**src/rtl/clk_pkg.sv**
```systemverilog
// Shared definitions for the clock/reset sequencer: state encoding, reset polarity, width helper.
// Latency: n/a (package only).
// Backpressure: n/a.
package clk_pkg;

    // Encoding is visible on seq_state, so the values are fixed.
    typedef enum logic [2:0] {
        DCM_RST   = 3'd0,
        WAIT_LOCK = 3'd1,
        RELEASE   = 3'd2,
        RUN       = 3'd3
    } seq_state_t;

    // Polarity of the downstream active-low domain resets.
    localparam logic RESET_ENABLE  = 1'b0;
    localparam logic RESET_DISABLE = 1'b1;

    // Number of bits needed to represent values 0..value-1 (minimum 1).
    function automatic int clog2(input int value);
        int w;
        w = 1;
        while ((1 << w) < value) begin
            w = w + 1;
        end
        return w;
    endfunction

endpackage

```
**src/rtl/sync_debounce.sv**
```systemverilog
// Two-flop synchroniser with optional debounce; DEBOUNCE=0 passes the synced level through.
// Latency: 2 cycles to the synced level; a debounced request pulses after DEBOUNCE further cycles high.
// Backpressure: none; free-running, the pulse fires once per continuous high period.
//
// Ports: clk, rst_n (async active-low), din (asynchronous input),
//        dout (synced level when DEBOUNCE=0, else one-cycle request pulse).
module sync_debounce
    import clk_pkg::*;
#(
    parameter int DEBOUNCE = 0
) (
    input  logic clk,
    input  logic rst_n,
    input  logic din,
    output logic dout
);

    logic sync_q1;
    logic sync_q2;

    always_ff @(posedge clk or negedge rst_n) begin
        if (!rst_n) begin
            sync_q1 <= 1'b0;
            sync_q2 <= 1'b0;
        end else begin
            sync_q1 <= din;
            sync_q2 <= sync_q1;
        end
    end

    generate
        if (DEBOUNCE == 0) begin : g_bypass
            assign dout = sync_q2;
        end else begin : g_debounce
            localparam int DW = clog2(DEBOUNCE + 1);
            localparam logic [DW-1:0] DEB_LAST = DW'(DEBOUNCE - 1);
            localparam logic [DW-1:0] DEB_FULL = DW'(DEBOUNCE);

            logic [DW-1:0] deb_cnt;

            // Counter parks one past the pulse value, so a held switch
            // produces exactly one request until it is released.
            always_ff @(posedge clk or negedge rst_n) begin
                if (!rst_n) begin
                    deb_cnt <= '0;
                end else if (!sync_q2) begin
                    deb_cnt <= '0;
                end else if (deb_cnt != DEB_FULL) begin
                    deb_cnt <= deb_cnt + 1'b1;
                end
            end

            assign dout = sync_q2 && (deb_cnt == DEB_LAST);
        end
    endgenerate

endmodule

```
**src/rtl/clk_rst_seq.sv**
```systemverilog
// DCM reset / lock qualification / staggered domain-reset release sequencer with abort and retry.
// Latency: power-up to all_ready = DCM_RST_CYC + LOCK_STABLE + NUM_DOMAIN*STAGGER + 1 cycles.
// Backpressure: none; lock loss or a debounced switch request aborts to DCM_RST at any time.
//
// Ports: clk, reset_ (async active-low), reset_sw (raw pushbutton), locked (async DCM lock),
//        dcm_reset, domain_reset_[NUM_DOMAIN] (active-low), all_ready, lock_loss_cnt, seq_state.
module clk_rst_seq
    import clk_pkg::*;
#(
    parameter int NUM_DOMAIN   = 3,
    parameter int DCM_RST_CYC  = 4,
    parameter int LOCK_STABLE  = 16,
    parameter int LOCK_TIMEOUT = 1024,
    parameter int STAGGER      = 8,
    parameter int DEBOUNCE     = 32,
    parameter int CNT_W        = 8
) (
    input  logic                  clk,
    input  logic                  reset_,
    input  logic                  reset_sw,
    input  logic                  locked,
    output logic                  dcm_reset,
    output logic [NUM_DOMAIN-1:0] domain_reset_,
    output logic                  all_ready,
    output logic [CNT_W-1:0]      lock_loss_cnt,
    output logic [2:0]            seq_state
);

    localparam int RST_W = clog2(DCM_RST_CYC + 1);
    localparam int STB_W = clog2(LOCK_STABLE + 1);
    localparam int TO_W  = clog2(LOCK_TIMEOUT + 1);
    localparam int STG_W = clog2(STAGGER + 1);
    localparam int IDX_W = clog2(NUM_DOMAIN + 1);

    localparam logic [RST_W-1:0] RST_LAST = RST_W'(DCM_RST_CYC - 1);
    localparam logic [STB_W-1:0] STB_LAST = STB_W'(LOCK_STABLE - 1);
    localparam logic [TO_W-1:0]  TO_LAST  = TO_W'(LOCK_TIMEOUT - 1);
    localparam logic [STG_W-1:0] STG_LAST = STG_W'(STAGGER - 1);
    localparam logic [IDX_W-1:0] IDX_DONE = IDX_W'(NUM_DOMAIN);

    logic sw_req;
    logic lock_s;

    sync_debounce #(.DEBOUNCE(DEBOUNCE)) u_sw_sync (
        .clk   (clk),
        .rst_n (reset_),
        .din   (reset_sw),
        .dout  (sw_req)
    );

    sync_debounce #(.DEBOUNCE(0)) u_lock_sync (
        .clk   (clk),
        .rst_n (reset_),
        .din   (locked),
        .dout  (lock_s)
    );

    seq_state_t            state,    state_nxt;
    logic [RST_W-1:0]      rst_cnt,  rst_cnt_nxt;
    logic [STB_W-1:0]      stab_cnt, stab_cnt_nxt;
    logic [TO_W-1:0]       to_cnt,   to_cnt_nxt;
    logic [STG_W-1:0]      st_cnt,   st_cnt_nxt;
    logic [IDX_W-1:0]      idx,      idx_nxt;
    logic [NUM_DOMAIN-1:0] dom_rel,  dom_rel_nxt;
    logic [CNT_W-1:0]      loss_cnt, loss_cnt_nxt;

    always_ff @(posedge clk or negedge reset_) begin
        if (!reset_) begin
            state    <= DCM_RST;
            rst_cnt  <= '0;
            stab_cnt <= '0;
            to_cnt   <= '0;
            st_cnt   <= '0;
            idx      <= '0;
            dom_rel  <= {NUM_DOMAIN{RESET_ENABLE}};
            loss_cnt <= '0;
        end else begin
            state    <= state_nxt;
            rst_cnt  <= rst_cnt_nxt;
            stab_cnt <= stab_cnt_nxt;
            to_cnt   <= to_cnt_nxt;
            st_cnt   <= st_cnt_nxt;
            idx      <= idx_nxt;
            dom_rel  <= dom_rel_nxt;
            loss_cnt <= loss_cnt_nxt;
        end
    end

    always_comb begin
        state_nxt    = state;
        rst_cnt_nxt  = rst_cnt;
        stab_cnt_nxt = stab_cnt;
        to_cnt_nxt   = to_cnt;
        st_cnt_nxt   = st_cnt;
        idx_nxt      = idx;
        dom_rel_nxt  = dom_rel;
        loss_cnt_nxt = loss_cnt;

        case (state)
            DCM_RST: begin
                dom_rel_nxt = {NUM_DOMAIN{RESET_ENABLE}};
                if (sw_req) begin
                    rst_cnt_nxt = '0;
                end else if (rst_cnt == RST_LAST) begin
                    state_nxt    = WAIT_LOCK;
                    rst_cnt_nxt  = '0;
                    stab_cnt_nxt = '0;
                    to_cnt_nxt   = '0;
                end else begin
                    rst_cnt_nxt = rst_cnt + 1'b1;
                end
            end

            WAIT_LOCK: begin
                // Qualification wins over a timeout landing on the same cycle.
                if (sw_req) begin
                    state_nxt   = DCM_RST;
                    rst_cnt_nxt = '0;
                end else if (lock_s && (stab_cnt == STB_LAST)) begin
                    state_nxt  = RELEASE;
                    st_cnt_nxt = '0;
                    idx_nxt    = '0;
                end else if (to_cnt == TO_LAST) begin
                    state_nxt   = DCM_RST;
                    rst_cnt_nxt = '0;
                end else begin
                    to_cnt_nxt   = to_cnt + 1'b1;
                    stab_cnt_nxt = lock_s ? stab_cnt + 1'b1 : '0;
                end
            end

            RELEASE, RUN: begin
                // Lock loss takes precedence so a coincident switch request
                // still records the loss exactly once.
                if (!lock_s || sw_req) begin
                    state_nxt   = DCM_RST;
                    rst_cnt_nxt = '0;
                    dom_rel_nxt = {NUM_DOMAIN{RESET_ENABLE}};
                    if (!lock_s && (loss_cnt != {CNT_W{1'b1}})) begin
                        loss_cnt_nxt = loss_cnt + 1'b1;
                    end
                end else if (state == RELEASE) begin
                    // RUN is entered one cycle after the last domain opens.
                    if (idx == IDX_DONE) begin
                        state_nxt = RUN;
                    end else if (st_cnt == STG_LAST) begin
                        dom_rel_nxt = dom_rel | (NUM_DOMAIN'(1) << idx);
                        idx_nxt     = idx + 1'b1;
                        st_cnt_nxt  = '0;
                    end else begin
                        st_cnt_nxt = st_cnt + 1'b1;
                    end
                end
            end

            default: begin
                state_nxt   = DCM_RST;
                rst_cnt_nxt = '0;
                dom_rel_nxt = {NUM_DOMAIN{RESET_ENABLE}};
            end
        endcase
    end

    assign dcm_reset     = (state == DCM_RST);
    assign all_ready     = (state == RUN);
    assign domain_reset_ = dom_rel;
    assign lock_loss_cnt = loss_cnt;
    assign seq_state     = state;

endmodule
```
**config.mk**
```make
export PLATFORM = sky130hd
export DESIGN_NAME = clk_rst_seq
export DESIGN_NICKNAME = d
export VERILOG_FILES = /design/src/rtl/clk_pkg.sv /design/src/rtl/sync_debounce.sv /design/src/rtl/clk_rst_seq.sv
export SDC_FILE = /design/constraint.sdc
export NUM_CORES = 1
export LEC_CHECK = 0
export ABC_AREA = 0
export CAP_MARGIN = 20
export CORE_ASPECT_RATIO = 0.6
export CORE_MARGIN = 2
export CORE_UTILIZATION = 60
export DETAILED_ROUTE_END_ITERATION = 16
export PLACE_DENSITY = 0.92
export RECOVER_POWER = 25
export SLEW_MARGIN = 10
export SYNTH_ARGS = -nofsm -noshare
export SYNTH_HDL_FRONTEND = slang
export SYNTH_SLANG_ARGS = --single-unit
```
**constraint.sdc**
```tcl
create_clock -name clk -period 6.2 [get_ports clk]
set_clock_uncertainty 0.05 [all_clocks]
set_input_delay 1.24 -clock clk [delete_from_list [all_inputs] [get_ports clk]]
set_output_delay 1.24 -clock clk [all_outputs]
set_load 0.01 [all_outputs]
```
Run 1, metal layers overlaid:
(4 px per um)
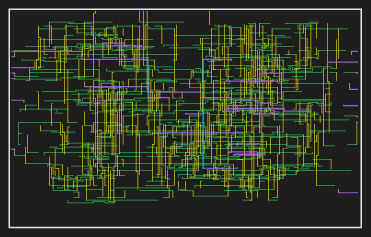
| layer | colour | wire length |
|---|---|---|
| met2 | yellow | 2020 um |
| met4 | cyan | 36.7 um |
| met3 | purple | 266 um |
| met1 | green | 2510 um |
total routing usage reported by global routing: 21.7%
routed wirelength normalized by instance count: 14.5 um

Run 1, routed clock nets over the placement:
(8 px per um)
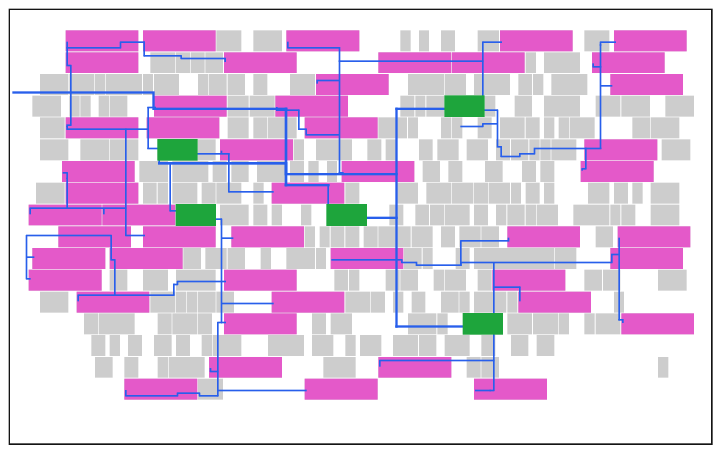
[cells driving clock nets] green | count: 5
[flip-flops] magenta | count: 48
[clock wires] blue | length: 562 um
routed clock nets: 6
flops lie: widely spread
part of the power in the clock network: 24.5%
clk pwr: 196 uW
clock latency on the worst-skew pair: 300 ps

==> qor.csv, run 1 <==
stage;metric;value;unit
clock_network;clk_root_buf;sky130_fd_sc_hd__clkbuf_8;
synthesis;adder_share;5.96;%
cells_and_area;number_of_flip_flops_in_the_largest_register;11;
synthesis;post_synth_main_area_contributors;sky130_fd_sc_hd__dfrtp_1 (48%), sky130_fd_sc_hd__ha_1 (6.0%), sky130_fd_sc_hd__nand2_1 (4.0%);
synthesis;synth_flop_count;48;
synthesis;synthXorXnorAreaFrac;3.48;%
synthesis;syn_area;2520;sq um
clock_network;clkTransAtPathRegs;80;ps
clock_network;post-cts-setup-buffer-count;0;
sta;timing.final.crit_share;50.8;%
setup_path;cell_class_contributing_the_biggest_share_of_worst_path_delay;buffers and inverters;
cells_and_area;final-nonclk-buf-share;6.32;%
worst_hold_path;timing.hold.worst_endpoint;u_lock_sync.dout;
routing;drt.antenna.violating_nets;0;
setup_path;worstPathMaxFanout;34;
synthesis;postSynthNetCount;271;
synthesis;ys_cells;255;
pwr;combinational_group_power;215;uW
run_status;run_status;complete, but fails checks;
place;placement.setup.worst_slack;3480;ps
die;chipArea;4750;sq um
pwr;power_frac_comb;26.9;%
die;placement_rows;18;
synthesis;synth.cells.most_frequent;sky130_fd_sc_hd__dfrtp_1 (48), sky130_fd_sc_hd__nand2_1 (27), sky130_fd_sc_hd__o21ai_0 (20), sky130_fd_sc_hd__nand3_1 (14), sky130_fd_sc_hd__nor2_1 (13);
synthesis;synth-edff-count;0;
pwr;power.total;799;uW
pwr;power_density;284;nW/um^2
sta;timing_max_transition_violations_final;35;
cells_and_area;syn2layout_area_growth;11.7;%
setup_path;worst-path-stages;2;
routing;met3WireLength;266;um
synthesis;syn-mean-instance-area;9.88;sq um
worst_hold_path;worstHoldPathCells;0;
cells_and_area;layout.clock_buffers;7;
run_status;violations;capacitance limit, slew limit;
worst_hold_path;hold_startpoint;u_lock_sync.sync_q1;
sta;maxClockFrequency;318;MHz
sta;worst_hold_slack;303;ps
setup_path;reg2reg_from;seq_state[0];
grt;first_pass_grt_wire_length;7770;um
cells_and_area;final_nets;287;
flow_run;log.warning_count;30;
pwr;p_sw;279;uW
setup_path;cp_cell_sequence;clkbuf_1 > clkbuf_1;
sta;worst_slew_pin_slew;1800;ps
routing;route.layer.met1.wl;2510;um
setup_path;regToRegSetupSlack;3680;ps
synthesis;synth.yosys.chip_area;2520;sq um
die;die_h;54.2;um
synthesis;synth.cellmix.compoundShare;17.1;%
synthesis;yosys_warnings;0;
routing;postRouteWirelength;4830;um
sta;grt_setup_unrepaired;false;
setup_path;critical_path.reg2reg.endpoint;to_cnt[2];
clock_network;h-tree-depth;2;
cells_and_area;antenna_cells_inserted;0;
grt;use_met2;32.1;%
cells_and_area;layout.clock.cell_area_share;3.34;%
flow_run;max_cap_viol_count;1;
cells_and_area;largest_register;to_cnt;
setup_path;critical-path-slowest-cell;sky130_fd_sc_hd__clkbuf_1;
cells_and_area;sh_seq_area;42.7;%
routing;wl_met2;2020;um
sta;relSlewSlack;-20.2;%
synthesis;netlist_instances;255;
cells_and_area;layout_top_cells_excl_fill_tap;sky130_fd_sc_hd__dfrtp_1 (48), sky130_fd_sc_hd__nand2_1 (27), sky130_fd_sc_hd__o21ai_0 (20);
synthesis;synth.yosys.seq_area_share;47.7;%
synthesis;synth.cellmix.simpleShare;20.0;%
setup_path;capturing_element_type_of_the_critical_path;asynchronous set/reset pin;
cells_and_area;n_fill_cell;321;
cells_and_area;layoutNonFillerInstCount;332;
setup_path;worstPathRequired;6230;ps
setup_path;arrival;3180;ps
synthesis;synthMostInstantiatedCell;sky130_fd_sc_hd__dfrtp_1;
place;io_buffer_count;18;
synthesis;synthDistinctLibCells;55;
pwr;total_internal_power;520;uW
synthesis;largest_area_cell;sky130_fd_sc_hd__dfrtp_1;
synthesis;synth_top_area_share;47.7;%
clock_network;cts-root-to-sink-buffers;2;
pwr;max_rail_drop_vdd;187;uV
setup_path;cp-startpoint;reset_;
cells_and_area;mi_comb_area;1230;sq um
pwr;seq-power;388;uW
setup_path;setup_crit_path_kind;primary input to asynchronous set/reset pin;
die;top_level_ports;20;
clock_network;cts.repair.resized;0;
sta;setup-tns-final;0;ps
pwr;seqPwrFrac;48.5;%
grt;number_of_global_route_vias_before_repair;1654;
die;core;4080;sq um
routing;firstDrtPassIters;4;
grt;grt_overflow_total;0;
cells_and_area;ff_latch_area;1200;sq um
worst_hold_path;min_path_type;flip-flop to flip-flop;
cells_and_area;final_core_occ;69.0;%
sta;final-setup-viol-count;0;
grt;antenna_found_initial;0;
grt;maximum_number_of_pins_on_one_net_before_global_route_repair;49;
cells_and_area;dominant-cell-class;combinational gates;
Run 1, clock routing:
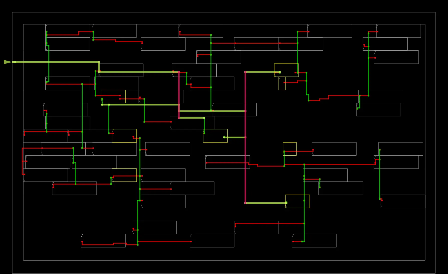
total number of clock tree sinks: 48
sequential cell count of the final layout: 48
number of buffers created by CTS: 5

Run 1, logic cells by family:
(4 px per um)
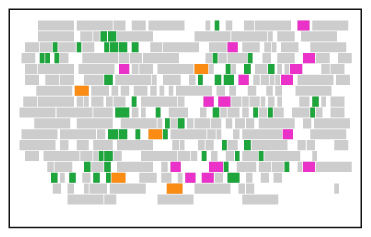

## Run 2: what changed since run 1
- CORE_UTILIZATION: 60 -> 58
- PLACE_DENSITY: 0.92 -> 0.89
- clock period: 6.2 -> 3.1 ns (I/O delays scaled with it)
Run 2, logic cells by family:
(4 px per um)
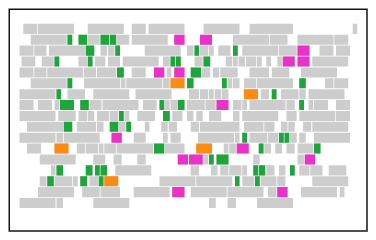
| family | colour | cells |
|---|---|---|
| NAND gates | green | 51 |
| multiplexers | orange | 5 |
| AND-OR and OR-AND gates | magenta | 15 |
multi-input gate share of the layout cell area: 43.0%
commonest non-fill, non-tap cell in the layout: sky130_fd_sc_hd__dfrtp_1
non-filler instance count after layout: 333

Run 2, clock routing:
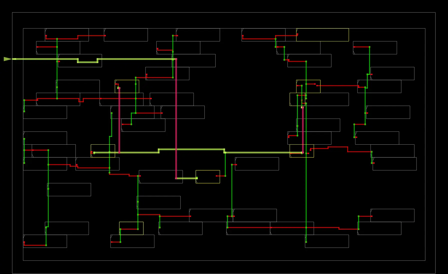
total of clock buffers placed in the layout: 6
clk pwr: 470 uW

Run 2, met3 routing:
(6 px per um)
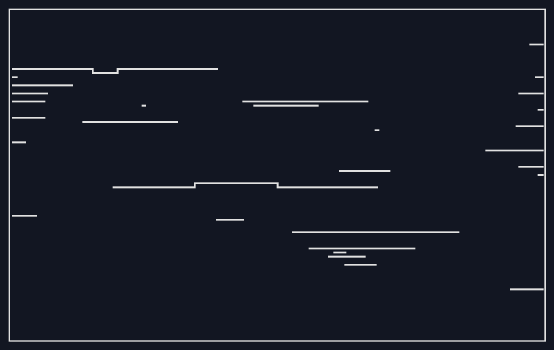
wire length on this layer: 263 um
longest straight run: 27.6 um
share of all routed wire: 5.5%
nets with wire on the layer: 27
main direction: horizontal

==> qor.csv, run 2 <==
stage;metric;value;unit;change
sta;final-setup-viol-count;0;;unchanged
pwr;p_leak;1.29;nW;was 1.26 nW
clock_network;post-cts-setup-buffer-count;0;;unchanged
sta;worst_slew_pin_slew;1580;ps;was 1800 ps
cells_and_area;syn2layout_area_growth;13.4;%;was 11.7%
setup_path;slowest_delay;520;ps;was 1360 ps
synthesis;syn_area;2520;sq um;unchanged
cells_and_area;antenna_cells_inserted;0;;unchanged
sta;grt_setup_unrepaired;false;;unchanged
pwr;power.clock.fraction;27.9;%;was 24.5%
clock_network;cts.repair.resized;0;;unchanged
cells_and_area;layout.non_clock_buffers;20;;was 19
sta;post-route-worst-setup-slack;644;ps;was 3050 ps
cells_and_area;layout.clock.cell_area_share;4.25;%;was 3.34%
die;placement_rows;18;;unchanged
pwr;max_rail_drop_vdd;424;uV;was 187 uV
synthesis;largest_area_cell;sky130_fd_sc_hd__dfrtp_1;;unchanged
setup_path;worst-path-stages;7;;was 2
place;detailed_place.area;2720;sq um;about the same
setup_path;regToRegSetupSlack;640;ps;was 3680 ps
place;hpwl;3440;um;was 3330 um
setup_path;cp-startpoint;stab_cnt[0];;was reset_
setup_path;critical_path.reg2reg.endpoint;to_cnt[5];;was to_cnt[2]
die;tapcells_inserted;60;;unchanged
sta;relSlewSlack;-5.03;%;was -20.2%
synthesis;synth.yosys.chip_area;2520;sq um;unchanged
run_status;violations;capacitance limit, slew limit;;unchanged
clock_network;cts_num_sinks;48;;unchanged
clock_network;insertion_delay;300;ps;about the same
cells_and_area;mi_comb_area;1230;sq um;unchanged
setup_path;cp_cell_sequence;ha_1 > and3_1 > ha_1 > and3_2 > or3_1 > a21o_1 > mux2_2;;was clkbuf_1 > clkbuf_1
cells_and_area;sh_seq_area;42.0;%;was 42.7%
clock_network;cts-root-to-sink-buffers;2;;unchanged
grt;grt_overflow_total;0;;unchanged
synthesis;synth-edff-count;0;;unchanged
run_status;run_status;complete, but fails checks;;unchanged
pwr;power_frac_comb;25.9;%;was 26.9%
synthesis;synth.cellmix.compoundShare;17.1;%;unchanged
pwr;power_density;589;nW/um^2;was 284 nW/um^2
routing;drt.antenna.violating_nets;0;;unchanged
sta;setup-tns-final;0;ps;unchanged
setup_path;critical-path-slowest-cell;sky130_fd_sc_hd__or3_1;;was sky130_fd_sc_hd__clkbuf_1
place;placement.setup.worst_slack;667;ps;was 3480 ps
setup_path;critical_path_buf_inv_count;0;;was 2
routing;postRouteWirelength;4770;um;was 4830 um
pwr;power.total;1.68;mW;was 799 uW
setup_path;setup_crit_path_kind;flip-flop to flip-flop;;was primary input to asynchronous set/reset pin
synthesis;synthDistinctLibCells;55;;unchanged
setup_path;worstSetupStartpointType;flip-flop;;was primary input
grt;use_met2;33.5;%;was 32.1%
grt;first_pass_grt_wire_length;8030;um;was 7770 um
cells_and_area;dominant-cell-class;combinational gates;;unchanged
cells_and_area;ff_count;48;;unchanged
setup_path;reg2reg_from;stab_cnt[0];;was seq_state[0]
synthesis;flop_cell;sky130_fd_sc_hd__dfrtp_1;;unchanged
grt;number_of_global_route_vias_before_repair;1724;;was 1654
die;initCoreUtil;60.8;%;was 61.8%
synthesis;synth_async_sr_flop_share;100;%;unchanged
clock_network;h-tree-depth;2;;unchanged
flow_run;max_cap_viol_count;1;;unchanged
flow_run;log.warning_count;30;;unchanged
synthesis;ys_cells;255;;unchanged
synthesis;netlist_instances;255;;unchanged
pwr;seqPwrFrac;46.1;%;was 48.5%
sta;hold_viol_final;0;;unchanged
cells_and_area;ff_latch_area;1200;sq um;unchanged
synthesis;synthXorXnorAreaFrac;3.48;%;unchanged
routing;via_per_inst;5.79;;was 5.85
setup_path;crit_path_frequent_cell;sky130_fd_sc_hd__ha_1;;was sky130_fd_sc_hd__clkbuf_1
pwr;total_internal_power;1.13;mW;was 520 uW
pwr;combinational_group_power;436;uW;was 215 uW
cells_and_area;final-nonclk-buf-share;6.79;%;was 6.32%
synthesis;postSynthNetCount;271;;unchanged
routing;detailroute.via_count;1928;;was 1943
die;die_x_size;89.1;um;was 87.6 um
grt;globalRouteTotalUtil;22.0;%;was 21.7%
grt;antenna_found_initial;0;;unchanged
die;core;4140;sq um;was 4080 sq um
synthesis;synth.cellmix.simpleShare;20.0;%;unchanged
synthesis;synth_top_area_share;47.7;%;unchanged
cells_and_area;number_of_flip_flops_in_the_largest_register;11;;unchanged
pwr;seq-power;777;uW;was 388 uW
pwr;swShare;32.8;%;was 34.9%
setup_path;cell_class_contributing_the_biggest_share_of_worst_path_delay;simple AND/OR/NAND/NOR gates;;was buffers and inverters
routing;firstDrtPassIters;4;;unchanged
cells_and_area;signal_inverters;10;;unchanged
cells_and_area;largest_register;to_cnt;;unchanged
setup_path;worstPathMaxFanout;11;;was 34
clock_network;clk_root_buf;sky130_fd_sc_hd__clkbuf_8;;unchanged
clock_network;hold_bufs_inserted_after_cts;0;;unchanged
cells_and_area;layout_top_cells_excl_fill_tap;sky130_fd_sc_hd__dfrtp_1 (48), sky130_fd_sc_hd__nand2_1 (27), sky130_fd_sc_hd__o21ai_0 (20);;unchanged
routing;route.detailed.drc;0;;unchanged
clock_network;tritoncts.num_buffers;5;;unchanged
sta;worst_hold_slack;229;ps;was 303 ps
grt;grtUsageMet3;5.19;%;was 5.21%
setup_path;capturing_element_type_of_the_critical_path;flip-flop;;was asynchronous set/reset pin
routing;met3WireLength;263;um;was 266 um
synthesis;post_synth_main_area_contributors;sky130_fd_sc_hd__dfrtp_1 (48%), sky130_fd_sc_hd__ha_1 (6.0%), sky130_fd_sc_hd__nand2_1 (4.0%);;unchanged
routing;route.layer.met1.wl;2420;um;was 2510 um
grt;globalRoute.busiestLayer;met2;;was met1
clock_network;cts_tree;yes;;unchanged
die;top_level_ports;20;;unchanged
cells_and_area;final_nets;288;;was 287
routing;drt_iter0_markers;180;;was 131
cells_and_area;post_route_cells_drive_above_1_share;6.23;%;was 5.51%
sta;timing.final.crit_share;79.2;%;
cells_and_area;final_core_occ;68.9;%;was 69.0%
synthesis;syn-mean-instance-area;9.88;sq um;unchanged
synthesis;post_synth_mux_area_share;2.04;%;unchanged
pwr;power_top_consumer;registers;;unchanged
routing;wl_met2;2040;um;was 2020 um
setup_path;worstPathRequired;3240;ps;was 6230 ps
routing;routed.top_layer;met4;;unchanged
cells_and_area;final_design_area_no_fill;2860;sq um;was 2810 sq um
cells_and_area;n_fill_cell;331;;was 321
synthesis;synth_flop_count;48;;unchanged
cells_and_area;logic_gates;187;;unchanged
synthesis;synth.cells.most_frequent;sky130_fd_sc_hd__dfrtp_1 (48), sky130_fd_sc_hd__nand2_1 (27), sky130_fd_sc_hd__o21ai_0 (20), sky130_fd_sc_hd__nand3_1 (14), sky130_fd_sc_hd__nor2_1 (13);;unchanged
sta;timing_max_transition_violations_final;38;;was 35
place;io_buffer_count;18;;unchanged
synthesis;adder_share;5.96;%;unchanged
die;die_h;55.0;um;was 54.2 um
synthesis;logic_family;simple AND/OR/NAND/NOR gates;;unchanged
clock_network;clkTransAtPathRegs;90;ps;was 80 ps
place;gpl.final_weighted_congestion;0.847;;was 0.895
setup_path;arrival;2600;ps;was 3180 ps
worst_hold_path;min_path_type;primary input to asynchronous set/reset pin;;was flip-flop to flip-flop
grt;maximum_number_of_pins_on_one_net_before_global_route_repair;49;;unchanged
routing;avgRoutedWirePerCell;14.3;um;was 14.5 um
grt;met1_usage;31.2;%;was 32.2%
synthesis;yosys_warnings;0;;unchanged
synthesis;synth.yosys.seq_area_share;47.7;%;unchanged
sta;maxClockFrequency;407;MHz;
synthesis;synthMostInstantiatedCell;sky130_fd_sc_hd__dfrtp_1;;unchanged
die;chipArea;4900;sq um;was 4750 sq um
pwr;p_sw;552;uW;was 279 uW
Power and IR drop assume default switching activity.
